===== config.mk =====
export PLATFORM = sky130hd
export DESIGN_NAME = alu_req_arbiter
export DESIGN_NICKNAME = d
export VERILOG_FILES = /design/src/rtl/alu_arb_pkg.sv /design/src/rtl/alu_req_arbiter_rr.sv /design/src/rtl/alu_req_arbiter.sv
export SDC_FILE = /design/constraint.sdc
export NUM_CORES = 1
export LEC_CHECK = 0
export ABC_AREA = 1
export CAP_MARGIN = 20
export CORE_ASPECT_RATIO = 0.6
export CORE_MARGIN = 2
export CORE_UTILIZATION = 38
export CTS_CLUSTER_SIZE = 10
export DETAILED_ROUTE_END_ITERATION = 7
export HOLD_SLACK_MARGIN = 0.06
export PLACE_DENSITY_LB_ADDON = 0.08
export SYNTH_ARGS = -nofsm -noshare
export SYNTH_HDL_FRONTEND = slang
export SYNTH_HIERARCHICAL = 1
export SYNTH_SLANG_ARGS = --single-unit

===== constraint.sdc =====
create_clock -name clk -period 1.33 [get_ports clk]
set_input_delay 0.266 -clock clk [delete_from_list [all_inputs] [get_ports clk]]
set_output_delay 0.266 -clock clk [all_outputs]
set_load 0.02 [all_outputs]

===== src/rtl/alu_arb_pkg.sv =====
// alu_arb_pkg: shared widths, ALU function codes, FSM state codes and illegal-code helper
package alu_arb_pkg;
    localparam int DATA_W_DEF = 4;
    localparam int FUNC_W_DEF = 3;
    localparam int RES_W_DEF  = 8;
    localparam logic [2:0] FUNC_INC    = 3'b000;
    localparam logic [2:0] FUNC_ADD    = 3'b001;
    localparam logic [2:0] FUNC_ADD_OP = 3'b010;
    localparam logic [2:0] FUNC_XOR_OR = 3'b011;
    localparam logic [2:0] FUNC_RED_OR = 3'b100;
    localparam logic [2:0] FUNC_CONCAT = 3'b101;
    localparam logic [1:0] ST_IDLE   = 2'd0;
    localparam logic [1:0] ST_SETTLE = 2'd1;
    localparam logic [1:0] ST_RESP   = 2'd2;
    function automatic logic func_illegal(input logic [2:0] f);
        return f[2] & f[1];
    endfunction
endpackage


===== src/rtl/alu_req_arbiter_rr.sv =====
// rr_arbiter2: two-way round-robin grant; pointer picks the winner only on contention
module rr_arbiter2 (
    input  logic [1:0] valid,
    input  logic       ptr,
    output logic [1:0] grant
);
    assign grant = (valid == 2'b11) ? (ptr ? 2'b10 : 2'b01) : valid;
endmodule


===== src/rtl/alu_req_arbiter.sv =====
// alu_req_arbiter: shares one ALU between two requesters; optional ALU_ARB_ILLEGAL_OP_EN rejects func 110/111
module alu_req_arbiter
    import alu_arb_pkg::*;
#(
    parameter int DATA_W        = DATA_W_DEF,
    parameter int FUNC_W        = FUNC_W_DEF,
    parameter int RES_W         = RES_W_DEF,
    parameter int SETTLE_CYCLES = 1
) (
    input  logic              clk,
    input  logic              reset,
    input  logic              r0_valid,
    output logic              r0_ready,
    input  logic [DATA_W-1:0] r0_a,
    input  logic [DATA_W-1:0] r0_b,
    input  logic [FUNC_W-1:0] r0_func,
    input  logic              r1_valid,
    output logic              r1_ready,
    input  logic [DATA_W-1:0] r1_a,
    input  logic [DATA_W-1:0] r1_b,
    input  logic [FUNC_W-1:0] r1_func,
    output logic              rsp_valid,
    input  logic              rsp_ready,
    output logic [RES_W-1:0]  rsp_data,
    output logic              rsp_id,
    output logic              rsp_err,
    output logic [DATA_W-1:0] alu_a,
    output logic [DATA_W-1:0] alu_b,
    output logic [FUNC_W-1:0] alu_func,
    input  logic [RES_W-1:0]  alu_result,
    output logic              busy
);
    localparam int CNT_W = (SETTLE_CYCLES > 1) ? $clog2(SETTLE_CYCLES) : 1;

    logic [1:0]        state_q, state_d;
    logic [CNT_W-1:0]  cnt_q, cnt_d;
    logic              ptr_q, ptr_d;
    logic [DATA_W-1:0] alu_a_q, alu_a_d, alu_b_q, alu_b_d;
    logic [FUNC_W-1:0] alu_func_q, alu_func_d;
    logic              rsp_valid_q, rsp_valid_d;
    logic [RES_W-1:0]  rsp_data_q, rsp_data_d;
    logic              rsp_id_q, rsp_id_d;
    logic              rsp_err_q, rsp_err_d;
    logic [1:0]        grant;
    logic              idle, hs, gid, illegal;
    logic [DATA_W-1:0] sel_a, sel_b;
    logic [FUNC_W-1:0] sel_func;

    rr_arbiter2 u_arb (
        .valid ({r1_valid, r0_valid}),
        .ptr   (ptr_q),
        .grant (grant)
    );

    assign idle     = (state_q == ST_IDLE) && !reset;
    assign r0_ready = idle && grant[0];
    assign r1_ready = idle && grant[1];
    assign hs       = (r0_valid && r0_ready) || (r1_valid && r1_ready);
    assign gid      = grant[1];
    assign sel_a    = gid ? r1_a : r0_a;
    assign sel_b    = gid ? r1_b : r0_b;
    assign sel_func = gid ? r1_func : r0_func;

`ifdef ALU_ARB_ILLEGAL_OP_EN
    assign illegal = func_illegal(3'(sel_func));
`else
    assign illegal = 1'b0;
`endif

    // next-state: accept in IDLE, count down while ALU settles, hold response until taken
    always_comb begin
        state_d     = state_q;
        cnt_d       = cnt_q;
        ptr_d       = ptr_q;
        alu_a_d     = alu_a_q;
        alu_b_d     = alu_b_q;
        alu_func_d  = alu_func_q;
        rsp_valid_d = rsp_valid_q;
        rsp_data_d  = rsp_data_q;
        rsp_id_d    = rsp_id_q;
        rsp_err_d   = rsp_err_q;
        case (state_q)
            ST_IDLE: begin
                if (hs) begin
                    rsp_id_d = gid;
                    ptr_d    = ~gid;
                    if (illegal) begin
                        rsp_valid_d = 1'b1;
                        rsp_data_d  = '0;
                        rsp_err_d   = 1'b1;
                        state_d     = ST_RESP;
                    end else begin
                        alu_a_d    = sel_a;
                        alu_b_d    = sel_b;
                        alu_func_d = sel_func;
                        rsp_err_d  = 1'b0;
                        cnt_d      = CNT_W'(SETTLE_CYCLES - 1);
                        state_d    = ST_SETTLE;
                    end
                end
            end
            ST_SETTLE: begin
                if (cnt_q == '0) begin
                    rsp_data_d  = alu_result;
                    rsp_valid_d = 1'b1;
                    state_d     = ST_RESP;
                end else begin
                    cnt_d = cnt_q - 1'b1;
                end
            end
            ST_RESP: begin
                if (rsp_ready) begin
                    rsp_valid_d = 1'b0;
                    state_d     = ST_IDLE;
                end
            end
            default: state_d = ST_IDLE;
        endcase
    end

    // state registers; reset drops any pending operation
    always_ff @(posedge clk) begin
        if (reset) begin
            state_q     <= ST_IDLE;
            cnt_q       <= '0;
            ptr_q       <= 1'b0;
            alu_a_q     <= '0;
            alu_b_q     <= '0;
            alu_func_q  <= '0;
            rsp_valid_q <= 1'b0;
            rsp_data_q  <= '0;
            rsp_id_q    <= 1'b0;
            rsp_err_q   <= 1'b0;
        end else begin
            state_q     <= state_d;
            cnt_q       <= cnt_d;
            ptr_q       <= ptr_d;
            alu_a_q     <= alu_a_d;
            alu_b_q     <= alu_b_d;
            alu_func_q  <= alu_func_d;
            rsp_valid_q <= rsp_valid_d;
            rsp_data_q  <= rsp_data_d;
            rsp_id_q    <= rsp_id_d;
            rsp_err_q   <= rsp_err_d;
        end
    end

    assign alu_a     = alu_a_q;
    assign alu_b     = alu_b_q;
    assign alu_func  = alu_func_q;
    assign rsp_valid = rsp_valid_q;
    assign rsp_data  = rsp_data_q;
    assign rsp_id    = rsp_id_q;
    assign rsp_err   = rsp_err_q;
    assign busy      = state_q != ST_IDLE;
endmodule

==> flow_metrics.tcl, run 1 <==
# collected from the flow reports
set metrics [dict create \
    aoi_share 0.0574 \
    ys_area_um2 1110 \
    tritoncts "yes" \
    cts_num_sinks 24 \
    flop_area_um2 483 \
    die_area_um2 3390 \
    p_total_uw 1970 \
    crit_end "busy" \
    hp-start "reset" \
    ys_warn_count 6 \
    inverters 8 \
    async_flop_share 0 \
    cp_slowest_stage_delay_ns 0.34 \
    grt_pass1_vias 1064 \
    status "complete, but fails checks" \
    syn_nets 199 \
    violations "setup timing" \
    met3_length_um 155 \
    worst_slack_ns -0.0132 \
    grt_antenna_before_repair 0 \
    clk_share 0.0371 \
    reg2reg_slack_ns 0.04 \
    combinationalPower_uw 529 \
    layout-drive-gt1-share 0.167 \
    rsz0062_at_grt "true" \
    overflow 0 \
    met2_length_um 1460 \
    r2r_start "ptr_q$_SDFFE_PP0P_" \
    crit_fanout 3 \
    clock_path_buffers 2 \
    synth_area_um2 1110 \
    setup_viol 2 \
    met1Wirelength_um 1600 \
    netlist_instances 164 \
    postSynthAreaPerCell_um2 6.78 \
    cts.repair.resized 46 \
]
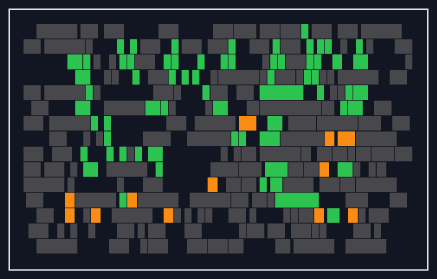
Figure 1: run 1, selected gate families.
Key: inverting AOI/OAI gates = orange [cells 12, most used o21ai_0]; NAND gates = green [cells 66, most used nand2_1]
combinational share of cell area: 0.315
non-filler cells, final: 276
most instantiated logic cell after routing: nand2_1

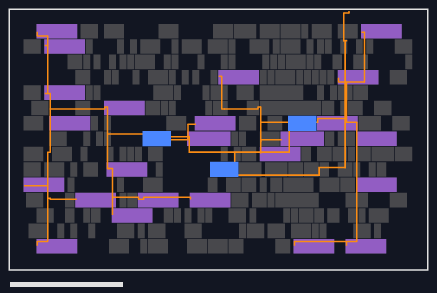
Figure 2: run 1, routed clock nets over the placement.
Scale bar: 20 um.
Key: flip-flops = purple [count 24]; clock drivers = blue [count 3]; clock wires = orange [length 306 um]
There are 4 routed clock nets. Position of the flops: spread over the die.
skew final: 0.00247 ns
clock group share of total power: 0.324
P_clk: 640 uW
clock latency on the worst-skew pair: 0.27 ns

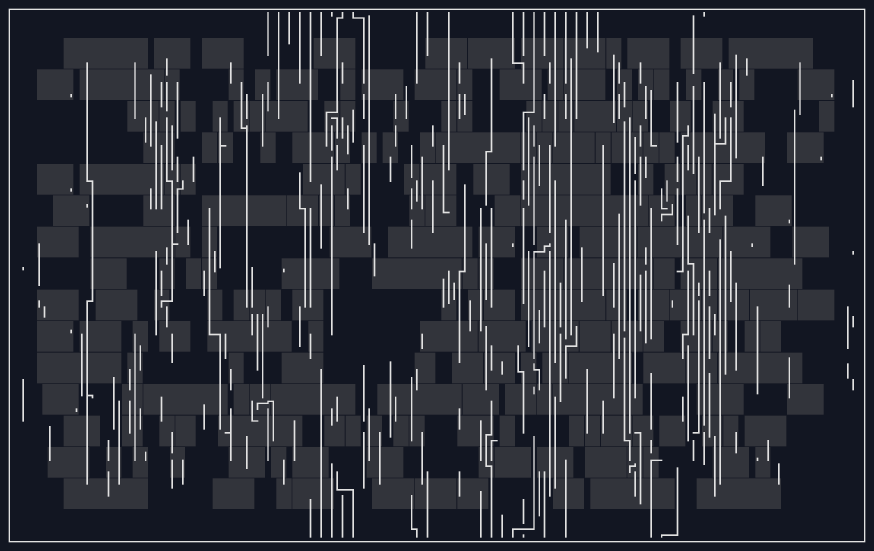
Figure 3: run 1, met2 routing.
Cells faint in the background.
The layer holds 45% of the routed length. The layer carries 1460 um of wire.

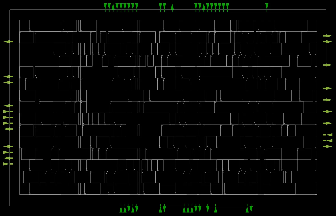
Figure 4: run 1, cell outlines without signal wires.
Flops: 24
filler instances: 253

Figure 5. Cell classes on the final placement (run 1).
Scale bar: 20 um.
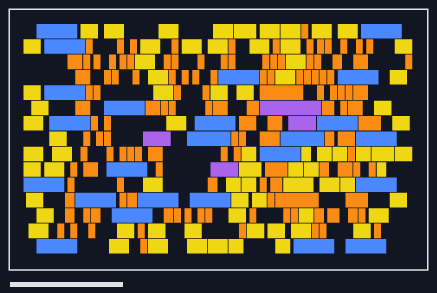

==> run 2: changes to the inputs <==
--- a/config.mk
+++ b/config.mk
@@ -8,7 +8,6 @@
 export ABC_AREA = 1
 export CAP_MARGIN = 20
 export CORE_ASPECT_RATIO = 0.6
-export CORE_MARGIN = 2
 export CORE_UTILIZATION = 38
 export CTS_CLUSTER_SIZE = 10
 export DETAILED_ROUTE_END_ITERATION = 7
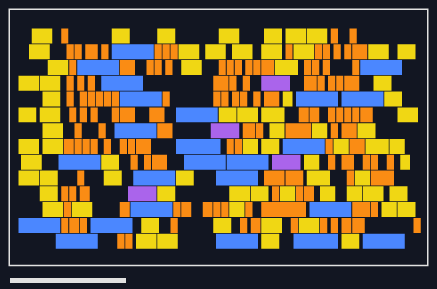
Figure 6: run 2, cell classes on the final placement.
Scale bar: 20 um.
Key: clock drivers and dummy loads = purple [cells 4, share of their area 3.0%]; combinational and other logic = orange [cells 132, share of their area 34%]; other buffers and delay cells = yellow [cells 73, share of their area 36%]; flops = blue [cells 24, share of their area 26%]

==> flow_metrics.tcl, run 2 <==
# collected from the flow reports
set metrics [dict create \
    status "complete, but fails checks" \
    violations "setup timing" \
    worst_slack_ns -0.0169 \
    hp-start "reset" \
    met1Wirelength_um 1480 \
    p_clk_frac 0.274 \
    clock_latency_ns 0.27 \
    layout_top_cell "nand2_1" \
    setup_viol 2 \
    clock_path_buffers 2 \
    met3_length_um 225 \
    crit_fanout 3 \
    grt_antenna_before_repair 0 \
    async_flop_share 0 \
    p_total_uw 1820 \
    final-instance-count-excl-fill 273 \
    cts.repair.resized 42 \
    fill_cells 223 \
    tritoncts "yes" \
    combinationalPower_uw 518 \
    die_area_um2 3150 \
]
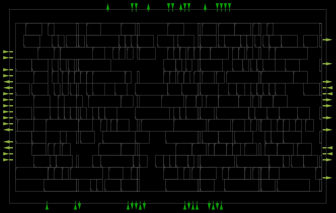
Figure 7: run 2, cell outlines without signal wires.
flop share of the area: 0.258
row cnt: 14
core area: 2650 um^2
# Taps: 40

Figure 8. Met2 routing (run 2).
Cells faint in the background.
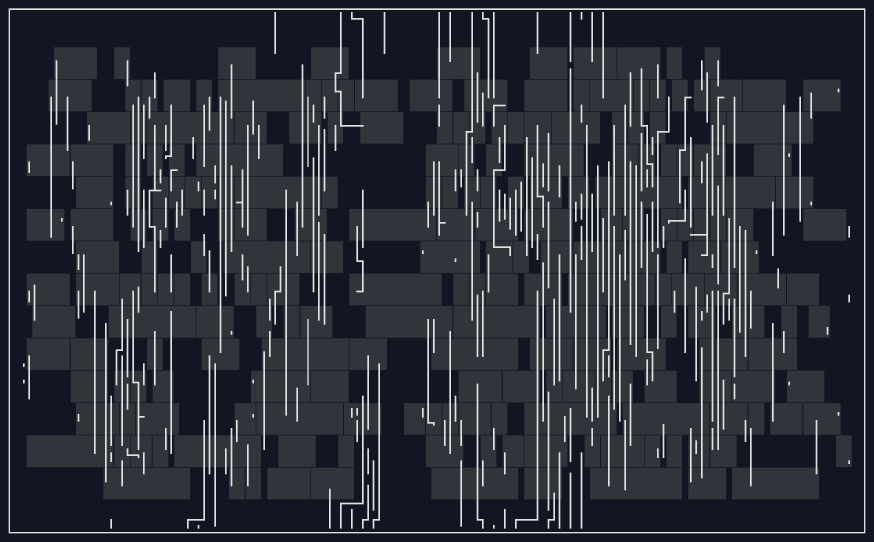

==> run 3: changes to the inputs <==
--- a/config.mk
+++ b/config.mk
@@ -12,6 +12,7 @@
 export CTS_CLUSTER_SIZE = 10
 export DETAILED_ROUTE_END_ITERATION = 7
 export HOLD_SLACK_MARGIN = 0.06
+export MAX_ROUTING_LAYER = met4
 export PLACE_DENSITY_LB_ADDON = 0.08
 export SYNTH_ARGS = -nofsm -noshare
 export SYNTH_HDL_FRONTEND = slang
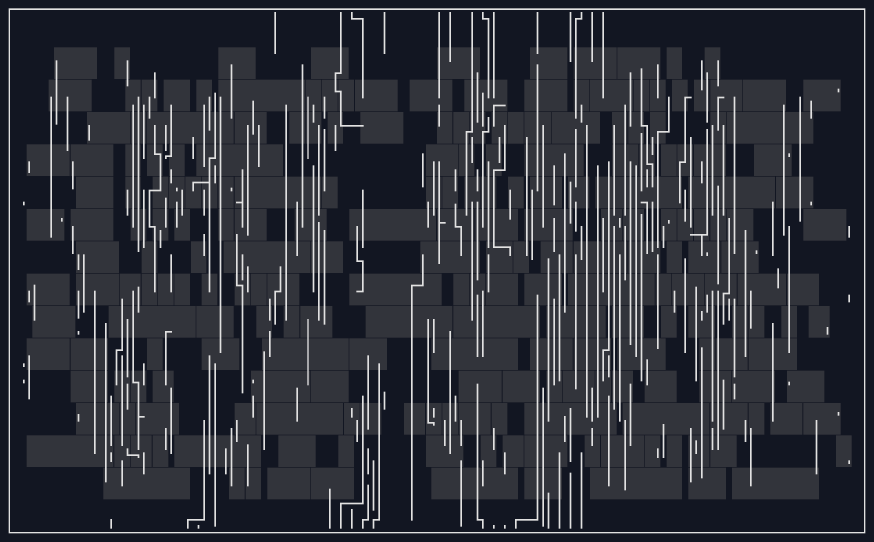
Figure 9: run 3, met2 routing.
Cells faint in the background.
The wires run mostly vertical. The layer holds 46% of the routed length. 204 nets have wire on it. The longest straight run is 24.5 um.

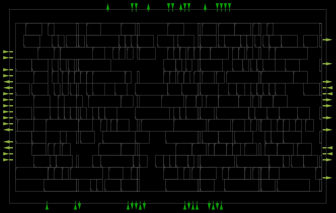
Figure 10: run 3, cell outlines without signal wires.
non-filler cells, final: 273
post-layout utilization of the core: 0.709
filler instances: 223

==> flow_metrics.tcl, run 3 <==
# collected from the flow reports
set metrics [dict create \
    clock_path_buffers 2 \
    hold_viol 0 \
    met3_length_um 172 \
    p_per_area_nw_per_um2 970 \
    core_um2 2650 \
    portBuffers 58 \
    worst_slack_ns -0.0187 \
    p_clk_frac 0.274 \
    combinationalPower_uw 517 \
    critical_path.slowest_cell "dfxtp_2" \
    tritoncts "yes" \
    core.rowCount 14 \
    synth_area_um2 1110 \
    crit_fanout 3 \
    hp-start "reset" \
    ys_cells 164 \
    tap_cells 40 \
    violations "setup timing" \
    async_flop_share 0 \
    largest_class "buffers" \
    cts.repair.resized 42 \
    postSynthSeqShare 0.432 \
    status "complete, but fails checks" \
    grt_max_degree 23 \
    seq-cell-share 0.258 \
    setup_viol 2 \
    p_total_uw 1820 \
    clock_latency_ns 0.27 \
]
Power figures rest on the tool's default switching activity, not on a simulated workload.
